--- src/rtl/hdpldadapt_cmn_cp_comp_dly.sv ---
// Per-channel control compensation delay: re-times a distributed control tap by D enabled cycles.
// Optional sticky overlap error flag is built only when HDPLDADAPT_CP_COMP_ERR_EN is defined.
module hdpldadapt_cmn_cp_comp_dly #(
  parameter int   WIDTH     = 1,
  parameter int   MAX_DLY   = 15,
  parameter logic RESET_VAL = 1'b0
) (
  input  logic             clk,
  input  logic             srst,
  input  logic             data_enable,
  input  logic [WIDTH-1:0] dist_tap,
  input  logic             r_comp_en,
  input  logic [3:0]       r_comp_dly,
  output logic [WIDTH-1:0] comp_out,
  output logic             comp_busy,
  output logic             comp_err
);

  localparam logic [0:0] ST_IDLE = 1'b0;
  localparam logic [0:0] ST_PEND = 1'b1;
  localparam logic [3:0] MAX_D   = 4'(MAX_DLY);

  // stg_q[k-1] holds stage k; stage 1 is the most recently captured tap
  logic [MAX_DLY-1:0][WIDTH-1:0] stg_q, stg_d;
  logic [0:0] state_q, state_d;
  logic [3:0] cnt_q, cnt_d;
  logic [3:0] dly_eff, dly_m1;
  logic       comp_act, capture;

  assign dly_eff  = (r_comp_dly > MAX_D) ? MAX_D : r_comp_dly;
  assign dly_m1   = dly_eff - 4'd1;
  assign comp_act = r_comp_en && (dly_eff != 4'd0);
  assign capture  = comp_act && data_enable && (dist_tap != stg_q[0]);

  always_comb begin
    comp_out = dist_tap;
    for (int k = 0; k < MAX_DLY; k++)
      if (comp_act && (dly_m1 == 4'(k))) comp_out = stg_q[k];
  end

  always_comb begin
    stg_d = stg_q;
    if (data_enable) begin
      stg_d[0] = dist_tap;
      for (int k = 1; k < MAX_DLY; k++) stg_d[k] = stg_q[k-1];
    end
  end

  // A capture while pending restarts the window so the busy flag spans the latest edge
  always_comb begin
    state_d = state_q;
    cnt_d   = cnt_q;
    if (!r_comp_en) begin
      state_d = ST_IDLE;
      cnt_d   = 4'd0;
    end else if (data_enable) begin
      case (state_q)
        ST_IDLE: begin
          if (capture) begin
            state_d = ST_PEND;
            cnt_d   = dly_m1;
          end
        end
        ST_PEND: begin
          if (capture)             cnt_d   = dly_m1;
          else if (cnt_q == 4'd0)  state_d = ST_IDLE;
          else                     cnt_d   = cnt_q - 4'd1;
        end
        default: begin
          state_d = ST_IDLE;
          cnt_d   = 4'd0;
        end
      endcase
    end
  end

  always_ff @(posedge clk) begin
    if (srst) begin
      stg_q   <= {MAX_DLY{{WIDTH{RESET_VAL}}}};
      state_q <= ST_IDLE;
      cnt_q   <= 4'd0;
    end else begin
      stg_q   <= stg_d;
      state_q <= state_d;
      cnt_q   <= cnt_d;
    end
  end

  assign comp_busy = (state_q == ST_PEND);

`ifdef HDPLDADAPT_CP_COMP_ERR_EN
  logic err_q, err_d;

  assign err_d = err_q | (capture && (state_q == ST_PEND));

  always_ff @(posedge clk) begin
    if (srst) err_q <= 1'b0;
    else      err_q <= err_d;
  end

  assign comp_err = err_q;
`else
  assign comp_err = 1'b0;
`endif

endmodule

--- config.mk ---
export PLATFORM = sky130hd
export DESIGN_NAME = hdpldadapt_cmn_cp_comp_dly
export DESIGN_NICKNAME = d
export VERILOG_FILES = /design/src/rtl/hdpldadapt_cmn_cp_comp_dly.sv
export SDC_FILE = /design/constraint.sdc
export NUM_CORES = 1
export LEC_CHECK = 0
export ABC_AREA = 1
export CAP_MARGIN = 5
export CORE_MARGIN = 3
export CORE_UTILIZATION = 50
export DETAILED_ROUTE_END_ITERATION = 8
export MAX_ROUTING_LAYER = met4
export PLACE_DENSITY_LB_ADDON = 0.3
export SLEW_MARGIN = 20
export SYNTH_ARGS = -nofsm -noshare
export SYNTH_HDL_FRONTEND = slang
export SYNTH_SLANG_ARGS = --single-unit
--- constraint.sdc ---
create_clock -name clk -period 2.7 [get_ports clk]
set_input_delay 0.54 -clock clk [delete_from_list [all_inputs] [get_ports clk]]
set_output_delay 0.54 -clock clk [all_outputs]
set_load 0.05 [all_outputs]
I/O nets highlighted:
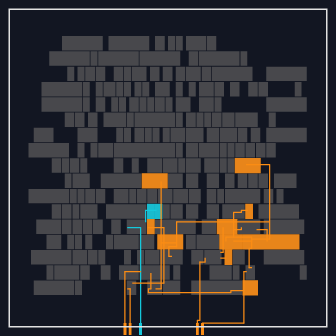
`dist_tap`: shown in cyan, direction input, edge bottom, end cells 2, buffers 1, wire 23.3 um. `r_comp_dly`: shown in orange, direction input, edge bottom, end cells 10, buffers 7, wire 190 um.

Clock nets:
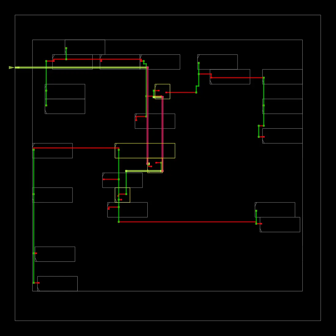
CTS Sinks: 20
CLK BUF: 3
clk ins delay skew pair: 0.30 ns
CTS Buf Count: 3
clock skew: 0.00100 ns

Metal layers overlaid:
The bar under the picture is 20 um long.
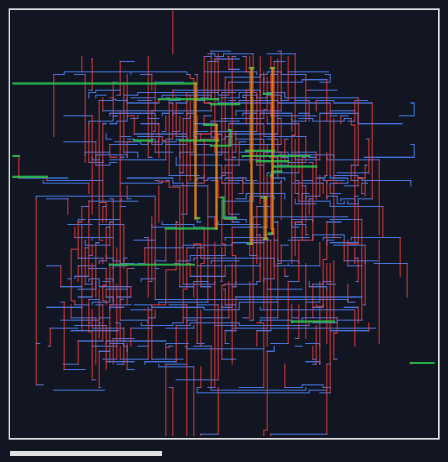
M3: shown in green, wire length 112 um. M4: shown in orange, wire length 81.6 um. M2: shown in red, wire length 1640 um. M1: shown in blue, wire length 1390 um.

## worst max-delay path by stage
stage | start | end | slack [ns] | cells past startpoint
final | r_comp_dly[0] | comp_out | -0.25 | 25
after global routing | r_comp_dly[0] | comp_out | -0.47 | 25
after CTS | r_comp_dly[0] | comp_out | -0.19 | 25
after detailed placement | r_comp_dly[0] | comp_out | -0.73 | 23
after global placement | r_comp_dly[0] | comp_out | -0.70 | 23
after floorplan | r_comp_dly[0] | comp_out | 0.006 | 21
## layer usage
layer	up-vias	share of wire (%)
met5	-	0
met4	0	2.5
met3	10	3.4
met2	42	51
met1	591	43
li1	662	-
## sequential cells by signal (all words and copies together) (netlist names)
name,cells
stg_q,15
cnt_q,4
comp_busy,1
## cell families after synthesis
group | after synthesis | share of synthesized area (%)
AOI/OAI and AO/OA | 52 | 21.3
buffers and inverters | 31 | 10.1
and+or+nand+nor | 71 | 27.0
adders and majority gates | 7 | 6.94
xor gates and xnor gates | 3 | 2.68
other | 1 | 0.297
DFF | 20 | 31.7
## power breakdown
group | leakage (nW) | total, W | internal [W] | switching, W
clock network | 0.0279 | 0.000246 | 0.000150 | 0.0000955
registers | 0.164 | 0.000320 | 0.000310 | 0.00000930
logic | 0.545 | 0.000204 | 0.0000880 | 0.000116
## final cells by class
type | count | area, um^2
timing repair buffer | 31 | 284
clock buffer | 3 | 22.5
sequential | 20 | 400
clock inverter | 1 | 30.0
fill | 177 | 606
tap | 28 | 35.0
multi-input combinational | 134 | 811
inverter | 26 | 109
## repair_timing
action / CTS / global route
setup endpoints to repair: 1 / 1
endpoints found under the hold margin: 0 / 0
buffers inserted: 4 / 0
resized: 33 / 1
pin swaps: 14 / 2
==> impl_metrics.tcl <==
# implementation run metrics
set metrics [dict create \
    rows 17 \
    ctsHoldBuffers 0 \
    synth.lib_cells_used.distinct 27 \
    ys_warn_count 0 \
    avgViaCountPerCell 5.37 \
    setup-tns-final_ns -0.247 \
    port_buffers 10 \
    drv_cap 0 \
    route.detailed.wl_per_inst_um 13.3 \
    place_ws_ns -0.729 \
    power_w 0.000769 \
    cp_common_cell "nand2_1" \
    antenna_found_initial 0 \
    boundaryPins 12 \
    slew_viol_final 0 \
    synth_async_sr_flop_share_pct 0 \
    gp_congestion 0.822 \
    syn_inst 185 \
    track_usage_pct 23.0 \
    rsz0062_at_grt "yes" \
    place_area_mm2 0.00156 \
    min_to "stg_q[5]$_SDFFE_PP0P_" \
    fin_ws_ns -0.247 \
    crit_family "simple AND/OR/NAND/NOR gates" \
    regToRegSetupSlack_ns 1.23 \
    fin_nets 232 \
    syn_nets 201 \
    dr_total_vias 1305 \
    finalSetupViolCount 1 \
    ys_cells 185 \
    place_hpwl_um 2250 \
    power_per_cell_area_mw_per_mm2 455 \
    fp.dieH_um 56.3 \
    max_freq_ghz 0.339 \
    dieWidth_um 56.3 \
    final-instance-count-excl-fill 243 \
    required_ns 2.16 \
    ctsRootBufferMaster "clkbuf_4" \
    dp.cells 235 \
    use_met3_pct 2.99 \
    finalCriticalPeriod_ns 2.95 \
    overflow 0 \
    min_from "stg_q[4]$_SDFFE_PP0P_" \
    grt_pass1_wl_um 5710 \
    core_area_mm2 0.00230 \
    vdd_ir_drop_max_mv 0.360 \
    leakage_nw 0.737 \
    edf_count 0 \
    clk_pin_slew_ns 0.11 \
    drtAntennaViolNets 0 \
    busiest_layer "met2" \
    worstHoldPathCells 2 \
    syn_avg_cell_area_um2 6.82 \
    synthFlopType "dfxtp_1" \
    violations "negative setup slack" \
    synth_top_cell_by_area "dfxtp_1" \
    finalWirelength_um 3220 \
    cts_tree "yes" \
    areaGrowthSynthToFinish_pct 34.0 \
    worst-path-max-fanout 3 \
    hold_path.class "flip-flop to flip-flop" \
    netlist_area_mm2 0.00126 \
    layout-drive-gt1-share_pct 27.4 \
    status "complete, but fails checks" \
    ys_ff 20 \
    path_buffers 3 \
]
No activity file was given, so power comes from the tool's default toggle rates.
